## config.mk

```make
export PLATFORM = sky130hd
export DESIGN_NAME = datatransfer_seq_flat
export DESIGN_NICKNAME = d
export VERILOG_FILES = /design/src/rtl/datatransfer_seq_if.sv /design/src/rtl/datatransfer_seq.sv /design/src/flat_wrapper.sv
export SDC_FILE = /design/constraint.sdc
export NUM_CORES = 1
export LEC_CHECK = 0
export CORE_AREA = 5 5 57 59
export CTS_CLUSTER_SIZE = 16
export DETAILED_ROUTE_END_ITERATION = 6
export DIE_AREA = 0 0 62 64
export GPL_TIMING_DRIVEN = 0
export PLACE_DENSITY = 0.75
export SLEW_MARGIN = 25
export SYNTH_ARGS = -nofsm -noshare
export SYNTH_HDL_FRONTEND = slang
export SYNTH_SLANG_ARGS = --single-unit
```

## constraint.sdc

```tcl
create_clock -name clk -period 1.71 [get_ports clk]
set_input_delay 0.171 -clock clk [delete_from_list [all_inputs] [get_ports clk]]
set_output_delay 0.171 -clock clk [all_outputs]
set_load 0.01 [all_outputs]
```

## src/rtl/datatransfer_seq_if.sv

```systemverilog
// Instruction handshake plus the datapath control bundle driven by datatransfer_seq.
// Optional instr_count member exists only when DATATRANSFER_SEQ_ICOUNT_EN is defined.
interface datatransfer_seq_if;
  logic       instr_valid;
  logic       instr_ready;
  logic       instr_mode;
  logic [2:0] instr_op;
  logic [4:0] instr_src1;
  logic [4:0] instr_src2;
  logic [4:0] instr_dst;
  logic       stall;
  logic [4:0] ReadAddr1;
  logic [4:0] ReadAddr2;
  logic       WriteEnable;
  logic [4:0] WriteAddr;
  logic       LD_A;
  logic       LD_B;
  logic       LD_C;
  logic       OEA;
  logic       OEB;
  logic       OEC;
  logic [1:0] SelMux;
  logic [2:0] opcode;
  logic       enableALU;
  logic       busy;
  logic       done;
`ifdef DATATRANSFER_SEQ_ICOUNT_EN
  logic [7:0] instr_count;
`endif

  modport master (
    output instr_valid, instr_mode, instr_op, instr_src1, instr_src2, instr_dst, stall,
    input  instr_ready, ReadAddr1, ReadAddr2, WriteEnable, WriteAddr,
    input  LD_A, LD_B, LD_C, OEA, OEB, OEC, SelMux, opcode, enableALU, busy, done
`ifdef DATATRANSFER_SEQ_ICOUNT_EN
    , input instr_count
`endif
  );

  modport slave (
    input  instr_valid, instr_mode, instr_op, instr_src1, instr_src2, instr_dst, stall,
    output instr_ready, ReadAddr1, ReadAddr2, WriteEnable, WriteAddr,
    output LD_A, LD_B, LD_C, OEA, OEB, OEC, SelMux, opcode, enableALU, busy, done
`ifdef DATATRANSFER_SEQ_ICOUNT_EN
    , output instr_count
`endif
  );
endinterface

```

## src/rtl/datatransfer_seq.sv

```systemverilog
// READ -> EXEC -> WB micro-sequencer producing every DataTransfer datapath strobe.
// Define DATATRANSFER_SEQ_ICOUNT_EN to add the wrapping 8-bit completed-instruction counter.
module datatransfer_seq (
  input  logic              clk,
  input  logic              rst,
  datatransfer_seq_if.slave bus
);

  typedef enum logic [1:0] {IDLE, READ, EXEC, WB} state_t;

  state_t     state_q, state_d;
  logic       mode_q, mode_d;
  logic [2:0] op_q, op_d;
  logic [4:0] src1_q, src1_d;
  logic [4:0] src2_q, src2_d;
  logic [4:0] dst_q, dst_d;

  logic       run;
  logic       ready;
  logic       accept;
  logic       ld_a, ld_b, ld_c;
  logic       oea, oeb, oec;
  logic [1:0] sel;
  logic [2:0] opc;
  logic       alu_en, we, done;

  assign run    = ~bus.stall;
  assign ready  = (state_q == IDLE) & ~rst & run;
  assign accept = bus.instr_valid & ready;

  always_comb begin
    state_d = state_q;
    mode_d  = mode_q;
    op_d    = op_q;
    src1_d  = src1_q;
    src2_d  = src2_q;
    dst_d   = dst_q;
    if (run) begin
      unique case (state_q)
        IDLE: begin
          if (accept) begin
            mode_d  = bus.instr_mode;
            op_d    = bus.instr_op;
            src1_d  = bus.instr_src1;
            src2_d  = bus.instr_src2;
            dst_d   = bus.instr_dst;
            state_d = READ;
          end
        end
        READ:    state_d = EXEC;
        EXEC:    state_d = WB;
        WB:      state_d = IDLE;
        default: state_d = IDLE;
      endcase
    end
  end

  always_ff @(posedge clk) begin
    if (rst) begin
      state_q <= IDLE;
      mode_q  <= 1'b0;
      op_q    <= 3'd0;
      src1_q  <= 5'd0;
      src2_q  <= 5'd0;
      dst_q   <= 5'd0;
    end else begin
      state_q <= state_d;
      mode_q  <= mode_d;
      op_q    <= op_d;
      src1_q  <= src1_d;
      src2_q  <= src2_d;
      dst_q   <= dst_d;
    end
  end

  // Stall only masks the capturing strobes; bus drivers stay state-decoded so the bus is stable.
  always_comb begin
    ld_a   = 1'b0;
    ld_b   = 1'b0;
    ld_c   = 1'b0;
    oea    = 1'b0;
    oeb    = 1'b0;
    oec    = 1'b0;
    sel    = 2'd0;
    opc    = 3'd0;
    alu_en = 1'b0;
    we     = 1'b0;
    done   = 1'b0;
    unique case (state_q)
      READ: begin
        ld_a = run;
        ld_b = run & ~mode_q;
      end
      EXEC: begin
        oea  = 1'b1;
        ld_c = run;
        if (!mode_q) begin
          oeb    = 1'b1;
          opc    = op_q;
          alu_en = run;
          sel    = 2'd3;
        end
      end
      WB: begin
        oec  = 1'b1;
        sel  = 2'd2;
        we   = run;
        done = run;
      end
      default: ;
    endcase
  end

  assign bus.instr_ready = ready;
  assign bus.ReadAddr1   = src1_q;
  assign bus.ReadAddr2   = src2_q;
  assign bus.WriteAddr   = dst_q;
  assign bus.WriteEnable = we;
  assign bus.LD_A        = ld_a;
  assign bus.LD_B        = ld_b;
  assign bus.LD_C        = ld_c;
  assign bus.OEA         = oea;
  assign bus.OEB         = oeb;
  assign bus.OEC         = oec;
  assign bus.SelMux      = sel;
  assign bus.opcode      = opc;
  assign bus.enableALU   = alu_en;
  assign bus.busy        = (state_q != IDLE);
  assign bus.done        = done;

`ifdef DATATRANSFER_SEQ_ICOUNT_EN
  logic [7:0] icount_q, icount_d;

  assign icount_d = icount_q + {7'd0, done};

  always_ff @(posedge clk) begin
    if (rst) icount_q <= 8'd0;
    else     icount_q <= icount_d;
  end

  assign bus.instr_count = icount_q;
`endif

endmodule

```

## src/flat_wrapper.sv

```systemverilog
// flat-port wrapper written by rule: the top's interface ports become plain ports
module datatransfer_seq_flat 
  (clk, rst, bus_instr_valid, bus_instr_mode, bus_instr_op, bus_instr_src1, bus_instr_src2, bus_instr_dst, bus_stall, bus_instr_ready, bus_ReadAddr1, bus_ReadAddr2, bus_WriteEnable, bus_WriteAddr, bus_LD_A, bus_LD_B, bus_LD_C, bus_OEA, bus_OEB, bus_OEC, bus_SelMux, bus_opcode, bus_enableALU, bus_busy, bus_done);
  datatransfer_seq_if bus_i ();
  input  logic clk;
  input  logic rst;
  input wire logic [$bits(bus_i.instr_valid)-1:0] bus_instr_valid;
  input wire logic [$bits(bus_i.instr_mode)-1:0] bus_instr_mode;
  input wire logic [$bits(bus_i.instr_op)-1:0] bus_instr_op;
  input wire logic [$bits(bus_i.instr_src1)-1:0] bus_instr_src1;
  input wire logic [$bits(bus_i.instr_src2)-1:0] bus_instr_src2;
  input wire logic [$bits(bus_i.instr_dst)-1:0] bus_instr_dst;
  input wire logic [$bits(bus_i.stall)-1:0] bus_stall;
  output wire logic [$bits(bus_i.instr_ready)-1:0] bus_instr_ready;
  output wire logic [$bits(bus_i.ReadAddr1)-1:0] bus_ReadAddr1;
  output wire logic [$bits(bus_i.ReadAddr2)-1:0] bus_ReadAddr2;
  output wire logic [$bits(bus_i.WriteEnable)-1:0] bus_WriteEnable;
  output wire logic [$bits(bus_i.WriteAddr)-1:0] bus_WriteAddr;
  output wire logic [$bits(bus_i.LD_A)-1:0] bus_LD_A;
  output wire logic [$bits(bus_i.LD_B)-1:0] bus_LD_B;
  output wire logic [$bits(bus_i.LD_C)-1:0] bus_LD_C;
  output wire logic [$bits(bus_i.OEA)-1:0] bus_OEA;
  output wire logic [$bits(bus_i.OEB)-1:0] bus_OEB;
  output wire logic [$bits(bus_i.OEC)-1:0] bus_OEC;
  output wire logic [$bits(bus_i.SelMux)-1:0] bus_SelMux;
  output wire logic [$bits(bus_i.opcode)-1:0] bus_opcode;
  output wire logic [$bits(bus_i.enableALU)-1:0] bus_enableALU;
  output wire logic [$bits(bus_i.busy)-1:0] bus_busy;
  output wire logic [$bits(bus_i.done)-1:0] bus_done;
  assign bus_i.instr_valid = bus_instr_valid;
  assign bus_i.instr_mode = bus_instr_mode;
  assign bus_i.instr_op = bus_instr_op;
  assign bus_i.instr_src1 = bus_instr_src1;
  assign bus_i.instr_src2 = bus_instr_src2;
  assign bus_i.instr_dst = bus_instr_dst;
  assign bus_i.stall = bus_stall;
  assign bus_instr_ready = bus_i.instr_ready;
  assign bus_ReadAddr1 = bus_i.ReadAddr1;
  assign bus_ReadAddr2 = bus_i.ReadAddr2;
  assign bus_WriteEnable = bus_i.WriteEnable;
  assign bus_WriteAddr = bus_i.WriteAddr;
  assign bus_LD_A = bus_i.LD_A;
  assign bus_LD_B = bus_i.LD_B;
  assign bus_LD_C = bus_i.LD_C;
  assign bus_OEA = bus_i.OEA;
  assign bus_OEB = bus_i.OEB;
  assign bus_OEC = bus_i.OEC;
  assign bus_SelMux = bus_i.SelMux;
  assign bus_opcode = bus_i.opcode;
  assign bus_enableALU = bus_i.enableALU;
  assign bus_busy = bus_i.busy;
  assign bus_done = bus_i.done;
  datatransfer_seq u_core (.clk(clk), .rst(rst), .bus(bus_i));
endmodule
```

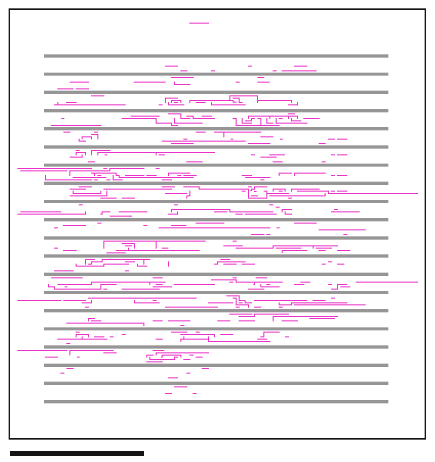
*Signal wires on met1*
The bar under the picture is 20 um long. Supply wires on this layer in grey.
The longest straight run is 17.5 um. The wires run mostly horizontal. The layer carries 948 um of wire. 169 nets have wire on it.
total wire length after detailed routing: 2499 um
DR vias: 964
GRT met1 Usage: 13.69%

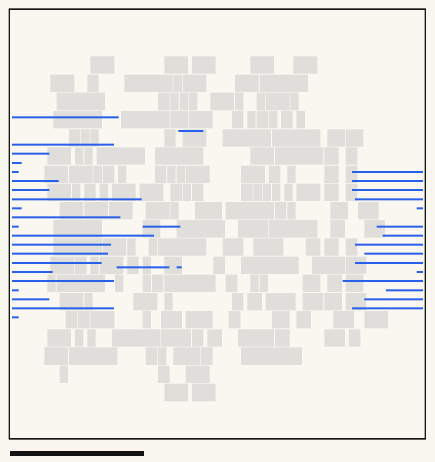
*Met3 routing*
The bar under the picture is 20 um long. Cells faint in the background.
The wires run mostly horizontal. The layer carries 326 um of wire. 37 nets have wire on it. The layer holds 13% of the routed length.

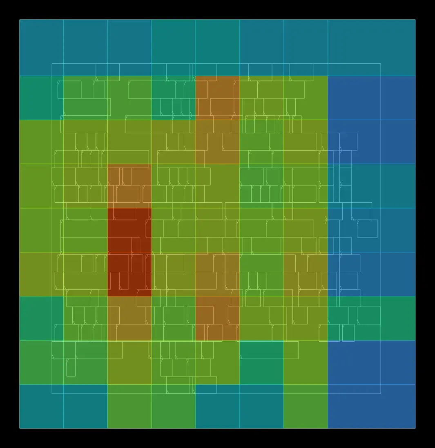
*Routing congestion map*
utilization of the core after routing: 57.66%
GRT Max-Usage Layer: met2
total routing resource utilization after global routing: 13.10%
average wire per cell in the routed design: 12.07 um
met2 track utilization from global routing: 22.28%

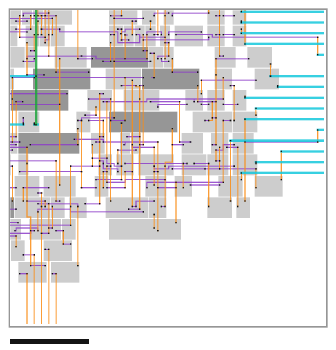
*Layout detail*
The bar under the picture is 10 um long. Region (22, 0) to (62, 40) um. Cells in grey, sequential cells in the stronger grey; small squares are vias.
Cyan stands for M3. Orange stands for M2. Purple stands for M1. Green stands for M4.
Sequential cells in the window: 6. Most frequent: nand2_1 (10), a21oi_1 (8), clkdlybuf4s50_1 (8). Netlist names of flops here include `u_core.state_q` (2). 81 logic cells have their middle in the window.

==> summary.txt <==
This note records the results obtained with Yosys and OpenROAD.

Status
The run finished with clean final reports.

Flow run
In this run the tools logged warnings totalling 30.

Worst setup path
The required time of the critical path is 1.54 ns. The count of buffering cells on the critical path with inverters included is 2. The nature of the critical path endpoint is an output port. The timing report lists the critical path depth as 5 cells. The slowest library cell on the worst path is sky130_fd_sc_hd__dfxtp_4. The kind of critical path is reg -> out. STA classifies the critical path startpoint as a register.

Logic synthesis
The area fraction in compound gates after synthesis is roughly 12%. The area share of fa/ha/maj cells after synthesis is 6.739%. After synthesis, the largest area contributor takes up between 40% and 50% of total cell area.

The number of enable-type register cells in the synthesized netlist is 0. In the synthesized netlist the async set-or-reset flop fraction comes to 0%.

Route
The number of vias per cell after detailed routing is around 4.7. In this run the remaining antenna-violating nets after routing total 0.

Clocking
In this run, CTS created clock tree buffers numbering 3. The clock root buffer master is sky130_fd_sc_hd__clkbuf_4. The post-CTS resize count is 36. TritonCTS built the clock tree. At the later pin of the worst-skew pair, clock insertion delay measures 0.30 ns.

On the reported timing paths, the clock transition at the registers reads 0.11 ns. Post-CTS timing repair inserted 2 buffers for setup. The post-CTS hold buffer count recorded in the log is 0.

STA
The highest achievable clock rate is roughly 0.63 GHz. The total count of hold-check failures in the final report is 0. The worst clock skew is 0.003454 ns.

Min path
The type of the worst min-delay path is in -> reg. The cell depth of the worst hold path is 3.

Cells and area
Across the whole layout, storage elements make up 27.71% of the cell area. The share of cells above drive strength 1 is 17.61%. Non-clock buffers make up a little under two fifths of the layout cell area. In the final layout, the fill cell count is 273. The combinational gate area is 461.7 sq um. The number of clock buffer instances in the layout is 4.

The layout contains a multi-input combinational cell count of 83. After layout the clock buffers and inverters come to under 10% of cell area.

Placement
The detailed placement HPWL is 2004 um. Buffers placed on the I/O ports in this run total ~53. The cell count after placement is 200.

Floorplanning
The initialized floorplan defines 19 standard-cell rows. The core utilization at floorplan is 34.87%.

Power and ir drop
The power per unit of standard cell area is 628.6 nW/um^2. The overall power of the completed layout is 0.9650 mW.

Global route
The number of global-route vias before repair is ~950.
[final timing paths]
path | from | endpoint | slack, ns
worst min-delay path | bus_instr_op[0] | u_core.op_q[0] | 0.40
worst max-delay path | u_core.state_q[0] | bus_enableALU | 0.12
worst max register to register | u_core.state_q[1] | u_core.bus.WriteAddr[2] | 0.23
worst min register to register | u_core.op_q[0] | u_core.op_q[0] | 0.46
[power by group]
part	internal, mW	switching [mW]
combinational	0.123	0.0880
sequential	0.509	0.0136
clock	0.0909	0.141
[flip-flops by register name, summed over array words and instances, names as in the netlist]
register,flops
u_core.bus.ReadAddr1,5
u_core.bus.ReadAddr2,5
u_core.bus.WriteAddr,5
u_core.mode_q,1
u_core.op_q,3
u_core.state_q,2
[metal layers]
metal,wire [um],up-vias
li1,-,493
met1,948,427
met2,1182,39
met3,326,5
met4,42,0
met5,0,-
No activity file was given, so power comes from the tool's default toggle rates.
